## config.mk

```make
export PLATFORM = sky130hd
export DESIGN_NAME = code_burst_sequencer
export DESIGN_NICKNAME = d
export VERILOG_FILES = /design/src/rtl/code_burst_pkg.sv /design/src/rtl/code_change_det.sv /design/src/rtl/code_burst_sequencer.sv
export SDC_FILE = /design/constraint.sdc
export NUM_CORES = 1
export LEC_CHECK = 0
export CELL_PAD_IN_SITES_DETAIL_PLACEMENT = 1
export CELL_PAD_IN_SITES_GLOBAL_PLACEMENT = 1
export CORE_UTILIZATION = 36
export DETAILED_ROUTE_END_ITERATION = 6
export PLACE_DENSITY_LB_ADDON = 0.1
export SLEW_MARGIN = 20
export SYNTH_ARGS = -nofsm -noshare
export SYNTH_HDL_FRONTEND = slang
export SYNTH_HIERARCHICAL = 1
export SYNTH_SLANG_ARGS = --single-unit
```

## constraint.sdc

```tcl
create_clock -name clk -period 1.56 [get_ports clk]
set_input_delay 0.234 -clock clk [delete_from_list [all_inputs] [get_ports clk]]
set_output_delay 0.234 -clock clk [all_outputs]
set_load 0.005 [all_outputs]
```

## src/rtl/code_burst_pkg.sv

```systemverilog
// Shared types and default widths for the code burst sequencer slice.
package code_burst_pkg;

    localparam int unsigned DEF_CODE_W = 2;
    localparam int unsigned DEF_NUM_W  = 3;
    localparam int unsigned DEF_CNT_W  = 8;

    // Code the upstream decode stage presents right after its own reset
    localparam logic [1:0] UPSTREAM_RST_CODE = 2'h1;

    typedef enum logic [1:0] {
        IDLE  = 2'd0,
        ARM   = 2'd1,
        BURST = 2'd2
    } state_t;

endpackage

```

## src/rtl/code_change_det.sv

```systemverilog
// Mode-code change detector: remembers last cycle's code, flags any change,
// and keeps a saturating count of detected changes.
module code_change_det
    import code_burst_pkg::*;
#(
    parameter int unsigned CODE_W = DEF_CODE_W,
    parameter int unsigned CNT_W  = DEF_CNT_W
) (
    input  logic              clk,
    input  logic              rst,
    input  logic [CODE_W-1:0] i_code,
    output logic              o_chg_c,
    output logic [CNT_W-1:0]  o_chg_count
);

    logic [CODE_W-1:0] r_code_prev;
    logic [CNT_W-1:0]  r_chg_count;

    assign o_chg_c     = (i_code != r_code_prev);
    assign o_chg_count = r_chg_count;

    always_ff @(posedge clk) begin
        if (rst) begin
            r_code_prev <= '0;
            r_chg_count <= '0;
        end else begin
            r_code_prev <= i_code;
            if (o_chg_c && (r_chg_count != '1)) begin
                r_chg_count <= r_chg_count + CNT_W'(1);
            end
        end
    end

endmodule

```

## src/rtl/code_burst_sequencer.sv

```systemverilog
// Turns each mode-code change into a burst of valid/ready beats, parking one
// change while busy and flagging any further changes as dropped.
module code_burst_sequencer
    import code_burst_pkg::*;
#(
    parameter int unsigned CODE_W = DEF_CODE_W,
    parameter int unsigned NUM_W  = DEF_NUM_W,
    parameter int unsigned CNT_W  = DEF_CNT_W
) (
    input  logic              clk,
    input  logic              rst,
    input  logic [CODE_W-1:0] code_in,
    input  logic [NUM_W-1:0]  num_in,
    output logic              out_valid,
    input  logic              out_ready,
    output logic [CODE_W-1:0] out_code,
    output logic [NUM_W-1:0]  out_idx,
    output logic              out_last,
    output logic              busy,
    output logic [CNT_W-1:0]  chg_count,
    output logic              drop_sticky,
    input  logic              drop_clr
);

    state_t            r_state;
    logic [CODE_W-1:0] r_cur_code;
    logic [CODE_W-1:0] r_pend_code;
    logic              r_pend_vld;
    logic [NUM_W-1:0]  r_len;
    logic              r_out_valid;
    logic [CODE_W-1:0] r_out_code;
    logic [NUM_W-1:0]  r_out_idx;
    logic              r_out_last;
    logic              r_busy;
    logic              r_drop;

    logic              w_chg;
    logic              w_done;
    logic              w_drop;
    logic [NUM_W-1:0]  w_idx_nxt;
    logic [NUM_W-1:0]  w_last_idx;

    code_change_det #(
        .CODE_W (CODE_W),
        .CNT_W  (CNT_W)
    ) u_change_det (
        .clk         (clk),
        .rst         (rst),
        .i_code      (code_in),
        .o_chg_c     (w_chg),
        .o_chg_count (chg_count)
    );

    // A burst ends either on its final handshake or immediately when armed with length 0
    assign w_done = ((r_state == ARM) && (num_in == '0)) ||
                    ((r_state == BURST) && r_out_valid && out_ready && r_out_last);
    assign w_drop = w_chg && (r_state != IDLE) && !w_done && r_pend_vld;

    assign w_idx_nxt  = r_out_idx + NUM_W'(1);
    assign w_last_idx = r_len - NUM_W'(1);

    always_ff @(posedge clk) begin
        if (rst) begin
            r_state     <= IDLE;
            r_cur_code  <= '0;
            r_pend_code <= '0;
            r_pend_vld  <= 1'b0;
            r_len       <= '0;
            r_out_valid <= 1'b0;
            r_out_code  <= '0;
            r_out_idx   <= '0;
            r_out_last  <= 1'b0;
            r_busy      <= 1'b0;
            r_drop      <= 1'b0;
        end else begin
            if (w_drop) begin
                r_drop <= 1'b1;
            end else if (drop_clr) begin
                r_drop <= 1'b0;
            end

            if (w_chg && (r_state != IDLE) && !w_done && !r_pend_vld) begin
                r_pend_vld  <= 1'b1;
                r_pend_code <= code_in;
            end

            case (r_state)
                IDLE: begin
                    if (w_chg) begin
                        r_cur_code <= code_in;
                        r_state    <= ARM;
                        r_busy     <= 1'b1;
                    end
                end
                // num_in lags code_in by a cycle, so the length is only sampled here
                ARM: begin
                    if (num_in != '0) begin
                        r_len       <= num_in;
                        r_state     <= BURST;
                        r_out_valid <= 1'b1;
                        r_out_code  <= r_cur_code;
                        r_out_idx   <= '0;
                        r_out_last  <= (num_in == NUM_W'(1));
                    end
                end
                BURST: begin
                    if (r_out_valid && out_ready && !r_out_last) begin
                        r_out_idx  <= w_idx_nxt;
                        r_out_last <= (w_idx_nxt == w_last_idx);
                    end
                end
                default: begin
                    r_state <= IDLE;
                end
            endcase

            // Completion: parked change first, then a same-cycle change, else go idle
            if (w_done) begin
                r_out_valid <= 1'b0;
                r_out_code  <= '0;
                r_out_idx   <= '0;
                r_out_last  <= 1'b0;
                if (r_pend_vld) begin
                    r_cur_code  <= r_pend_code;
                    r_state     <= ARM;
                    r_pend_vld  <= w_chg;
                    r_pend_code <= code_in;
                end else if (w_chg) begin
                    r_cur_code <= code_in;
                    r_state    <= ARM;
                end else begin
                    r_state <= IDLE;
                    r_busy  <= 1'b0;
                end
            end
        end
    end

    assign out_valid   = r_out_valid;
    assign out_code    = r_out_code;
    assign out_idx     = r_out_idx;
    assign out_last    = r_out_last;
    assign busy        = r_busy;
    assign drop_sticky = r_drop;

endmodule

```

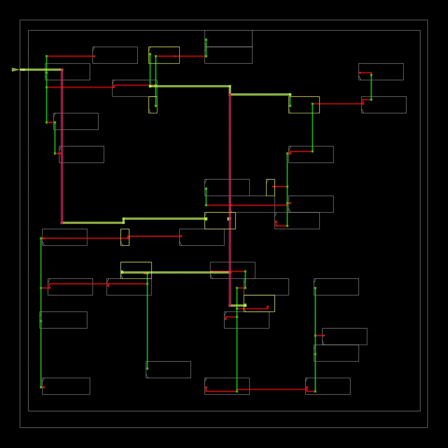
Run 1: clock nets
Power Clock: 0.000582 W
Max Clock Skew: 0.002775 ns
worst skew pair latency: 0.28 ns
Num CTS Buffers: 5
clock buf count: 8

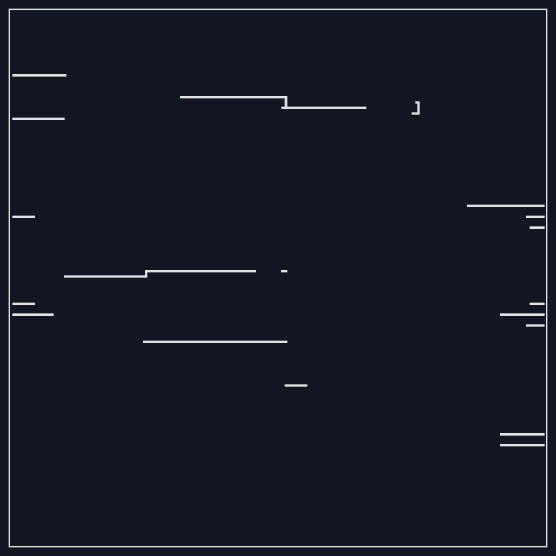
Run 1: metal 3
Scale: 8 px per um.
- wire length on this layer: 127 um
- nets with wire on the layer: 15
- share of all routed wire: 3.2%
- longest straight run: 17.7 um
- main direction: horizontal
WL final: 4026 um
M3 GR Usage: 0.05137
DR vias: 1376

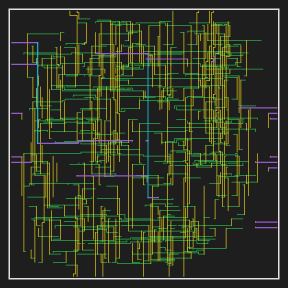
Run 1: signal wires by layer
Scale: 4 px per um.
- yellow: metal 2 (wire length 2100 um)
- green: metal 1 (wire length 1740 um)
- purple: metal 3 (wire length 127 um)
- cyan: metal 4 (wire length 59.8 um)
Total Routing Usage GR: 0.1939
routed length per instance: 15.25 um

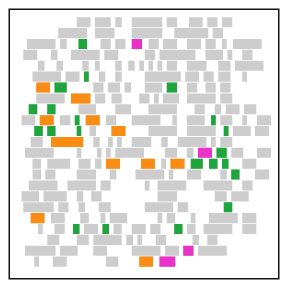
Run 1: gate-type map
Scale: 4 px per um.
- orange: multiplexers (cells 11)
- green: NAND gates (cells 21)
- magenta: AND-OR and OR-AND gates (cells 4)
non-filler instance count after layout: 264
logic share of the area: 0.4428

==> CHANGELOG.md, run 1 <==
### Metrics

- Status: complete, no violations
- Post-CTS setup buffers: 4
- Area leader share: 0.3819
- Int Power: 0.001639 W
- GR Util met2: 0.3472
- Fin. max-slew vios: 0
- Tool warnings: 29
- First-pass GRT wire length: 6320 um
- GRT Max-Usage Layer: met2
- Synth Net Count: 178
- Post-route setup TNS: 0 ns
- CP Max Fanout: 8
- Critical path's top delay family: AND-OR/OR-AND gates
- Worst ir drop on vdd: 0.4760 mV
- Signal buffers share of area: 0.2050
- Flop pwr share: 0.396
- Min-delay src: code_in[0]
- Initial antenna violation count: 0
- First-pass DRT Iterations: 3
- Reg clk slew, reported paths: about 0.060 ns
- Max Root-Sink Buffers: 2
- Psw: 0.0007855 W
- Critical path origin: r_state[1]
- Chip footprint: between 4000 and 5000 um^2
- Die width: ~67 um
- Reg-to-reg startpoint: r_state[1]
- Tmin final: 1.528 ns
- Crit path largest cell delay: 0.34 ns
- Worst reg2reg path depth: 7
- Comb power frac: 0.364
- Final hold viol count: 0
- Non-CTS buffers: 50
- Final Core Density: 0.5317
- Cycle use final: 0.9795
- Sink Count: 29
- Tot Pwr: 0.002425 W
- Clock power frac: 0.240
- Flops & latches, synth: 29
- Register share after synthesis: 0.3819
- N_taps: 50
- Flop count: 29
- Worst Setup End Kind: register
- IO Port Bufs: 25
- Syn_area_per_cell: 9.326 um^2
- # DRC: 0
- Pwr top: sequential cells
- Die Span Y: approximately 67 um
- Synthesized instance count: around 160
- Yosys top cell by area: dfxtp_1
- Routability congestion estimate: 0.7307
- Top class by area: logic gates
- Final setup margin: around 0.032 ns
- Buf+Inv Stages, Crit Path: 2
- Synth cell types: 43
- FP Util: 0.3773
- Logic area: between 900 and 1000 um^2
- Pleak: 0.8564 nW
- Adder share: 0.04938
- Vias in the first global route: ~1400
- Max cap viols: 0
- Root buffer cell: clkbuf_8
- CP max-delay cell: a211oi_4
- Starting DRT DRC Count: 37
- Area fraction in compound gates: 0.1761
- Fillers: 471
- Area post-placement: 1936 um^2
- Design area: 2142 um^2
- WHS Path Cells: 3
- Worst Setup Start Kind: register
- Simple Share, Synth: 0.2099
- Crit path cell chain: inv_2 -> ha_4 -> nor4b_4 -> buf_4 -> a211oi_4 -> nand3b_1 -> a21oi_2
- Xor/xnor share: 0.06749
- Max frequency: roughly 0.65 GHz
- Core Area: between 4000 and 5000 um^2
- Sequential power: around 0.00096 W
- Flop area: 585.6 um^2
- Max reg flops: 8
- Post-place setup slack: -0.3992 ns
- Synth Cell Area: between 1500 and 2000 um^2
- Slew @ Worst Pin: 0.4159 ns
- Total gr overflow: 0
- WP data arrival: 1.74 ns
- Synth area leaders: dfxtp_1 (38%), mux2i_1 (6.6%), ha_1 (4.9%)
- Hpwl dp: 2855 um
- # placed instances: 249
- Yosys stat area: roughly 1500 um^2
- Site Rows: 23
- Layout Nets: around 230
- Area growth, synth to finish: 40.91%
- Antenna fix cells: 0
- Routed Antenna Nets: 0
- Post-CTS sizing: 7
- Vias per cell: 5.212
- Crit path depth: 7
- I/O pin cnt: 26
- Yosys warns: 6
- Signal inverters: 7
- Final setup vio count: 0
run 1: synthesized netlist by cell type, drive strengths merged:
master	n
a21oi	12
a31oi	1
o211ai	3
buf	2
nand4	1
o21a	2
o31ai	1
xor2	8
and3	2
o2111a	1
dfxtp	29
nand3b	2
inv	7
nand2b	8
nand2	5
xnor2	2
o21ai	9
nand3	3
nor2b	3
ha	6
o22ai	1
nor3b	1
a211oi	4
o221ai	1
or3	2
or2	1
a22oi	2
nor3	4
a21bo	1
mux2i	11
nor4b	2
a41oi	1
and4	2
nor2	16
clkbuf	5
nand4b	2
run 1: cells by family (layout without fill, tap and decap cells):
family / count (synthesis) / count (layout)
xor+xnor: 10 / 10
compound gates: 39 / 39
simple gates: 54 / 54
mux: 11 / 11
fa+ha+maj: 6 / 6
flops: 29 / 29
buf+inv: 14 / 65
Run 1, clock distribution:
Scale: 8 px per um.
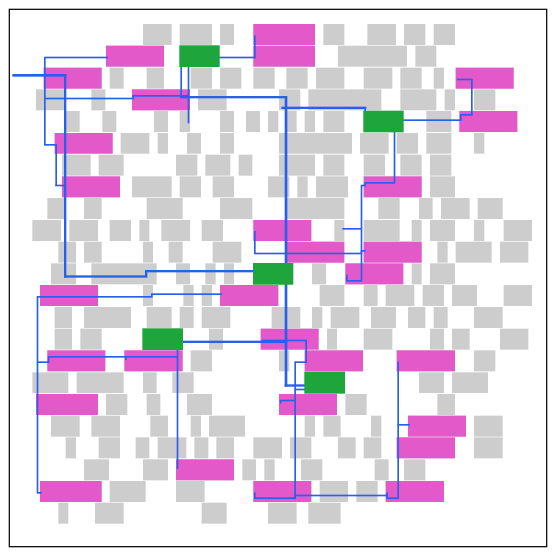

==> run 2: changes to the inputs <==
--- a/config.mk
+++ b/config.mk
@@ -9,7 +9,8 @@
 export CELL_PAD_IN_SITES_GLOBAL_PLACEMENT = 1
 export CORE_UTILIZATION = 36
 export DETAILED_ROUTE_END_ITERATION = 6
-export PLACE_DENSITY_LB_ADDON = 0.1
+export MAX_ROUTING_LAYER = met4
+export PLACE_DENSITY = 0.81
 export SLEW_MARGIN = 20
 export SYNTH_ARGS = -nofsm -noshare
 export SYNTH_HDL_FRONTEND = slang
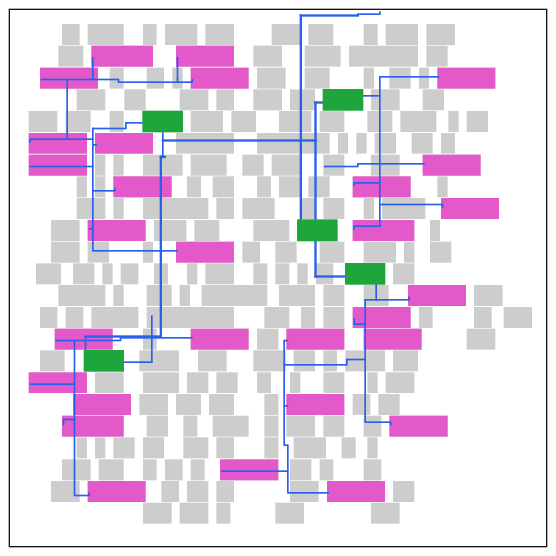
Run 2: clock distribution
Scale: 8 px per um.
- green: clock drivers (count 5)
- blue: clock wires (length 412 um)
- magenta: flip-flops (count 29)
- routed clock nets: 6
- flops lie: all over the die

==> CHANGELOG.md, run 2 <==
### Metrics

- Status: complete, but fails checks (was complete, no violations)
- Failing checks: negative setup slack
- WL final: 5111 um (was 4026 um)
- First-pass GRT wire length: 7258 um (was 6320 um)
- Starting DRT DRC Count: 20 (was 37)
- Routed Antenna Nets: 0 (unchanged)
- Total Routing Usage GR: 0.2307 (was 0.1939)
- Ys flop type: dfxtp_1 (unchanged)
- Design area: 2212 um^2 (was 2142 um^2)
- CP max-delay cell: dfxtp_1 (was a211oi_4)
- Post-CTS setup buffers: 4 (unchanged)
- Final setup margin: -0.03665 ns (was 0.03202 ns)
- WP data arrival: 1.78 ns (was 1.74 ns)
- Worst skew pair latency: 0.29 ns (was 0.28 ns)
- Logic area: 957.2 um^2 (was 948.4 um^2)
- Cycle use final: 1.023 (was 0.9795)
- Num CTS Buffers: 5 (unchanged)
- GRT Max-Usage Layer: met2 (unchanged)
- Max cap viols: 0 (unchanged)
- Initial antenna violation count: 0 (unchanged)
- Root buffer cell: clkbuf_8 (unchanged)
- Async SR Flop Fraction: 0 (unchanged)
- Site Rows: 23 (unchanged)
- Post-CTS sizing: 14 (was 7)
- Int Power: 0.001877 W (was 0.001639 W)
- Tmin final: 1.597 ns (was 1.528 ns)
- Buf+Inv Stages, Crit Path: 0 (was 2)
- Yosys stat area: 1520 um^2 (unchanged)
- Pleak: 0.8630 nW (was 0.8564 nW)
- FP Util: 0.3773 (unchanged)
- Routability congestion estimate: 0.7903 (was 0.7307)
- Critical path's top delay family: multiplexers (was AND-OR/OR-AND gates)
- Layout Nets: 229 (was 228)
- Final setup vio count: 1 (was 0)
- Area post-placement: 1958 um^2 (was 1936 um^2)
- WHS Path Cells: 2 (was 3)
- Pwr top: combinational cells (was sequential cells)
- Flop pwr share: 0.344 (was 0.396)
- Post-route setup TNS: -0.03665 ns (was 0 ns)
- Area leader share: 0.3819 (unchanged)
- # DRC: 0 (unchanged)
- Min-delay src: drop_sticky (was code_in[0])
- GR Util met2: 0.4040 (was 0.3472)
- Final Core Density: 0.5491 (was 0.5317)
- Sequential power: 0.000972 W (was 0.000961 W)
- Crit path cell chain: xor2_2 -> or2_4 -> mux2i_2 -> o21ai_1 -> mux2i_1 -> nor2_1 (was inv_2 -> ha_4 -> nor4b_4 -> buf_4 -> a211oi_4 -> nand3b_1 -> a21oi_2)
- Reg-to-reg startpoint: u_change_det/r_code_prev[0] (was r_state[1])
- Psw: 0.0009472 W (was 0.0007855 W)
- Most frequent cell after synthesis: dfxtp_1 (unchanged)
- Tot Pwr: 0.002824 W (was 0.002425 W)
- Power Clock: 0.000832 W (was 0.000582 W)
- Comb power frac: 0.361 (was 0.364)
- Vias in the first global route: 1477 (was 1360)
- Max frequency: 0.6263 GHz (was 0.6545 GHz)
- Tool warnings: 30 (was 29)
- Synth area leaders: dfxtp_1 (38%), mux2i_1 (6.6%), ha_1 (4.9%) (unchanged)
- Yosys warns: 6 (unchanged)
- Sink Count: 29 (unchanged)
- Register share after synthesis: 0.3819 (unchanged)
- Die width: 66.99 um (unchanged)
- Syn_area_per_cell: 9.326 um^2 (unchanged)
[run 2: cell counts after synthesis]
No cell type changed its count.
[run 2: kinds of logic after synthesis]
| kind of cell | Yosys count | share of synthesized area |
|---|---|---|
| flip-flops | 29 | 0.3819 |
| AND/OR/NAND/NOR | 54 | 0.2099 |
| XOR/XNOR | 10 | 0.06749 |
| buffers and inverters | 14 | 0.04033 |
| multiplexers | 11 | 0.07490 |
| AND-OR/OR-AND | 39 | 0.1761 |
| adder cells (fa/ha/maj) | 6 | 0.04938 |
[run 2: final cells by class]
type | instances | share of cell area
Multi-Input combinational cell | 120 | 0.4327
Sequential cell | 29 | 0.2641
Timing Repair Buffer | 51 | 0.2087
Clock buffer | 6 | 0.03733
Tap cell | 50 | 0.02828
Clock inverter | 2 | 0.01697
Inverter | 7 | 0.01188
Power figures rest on the tool's default switching activity, not on a simulated workload.
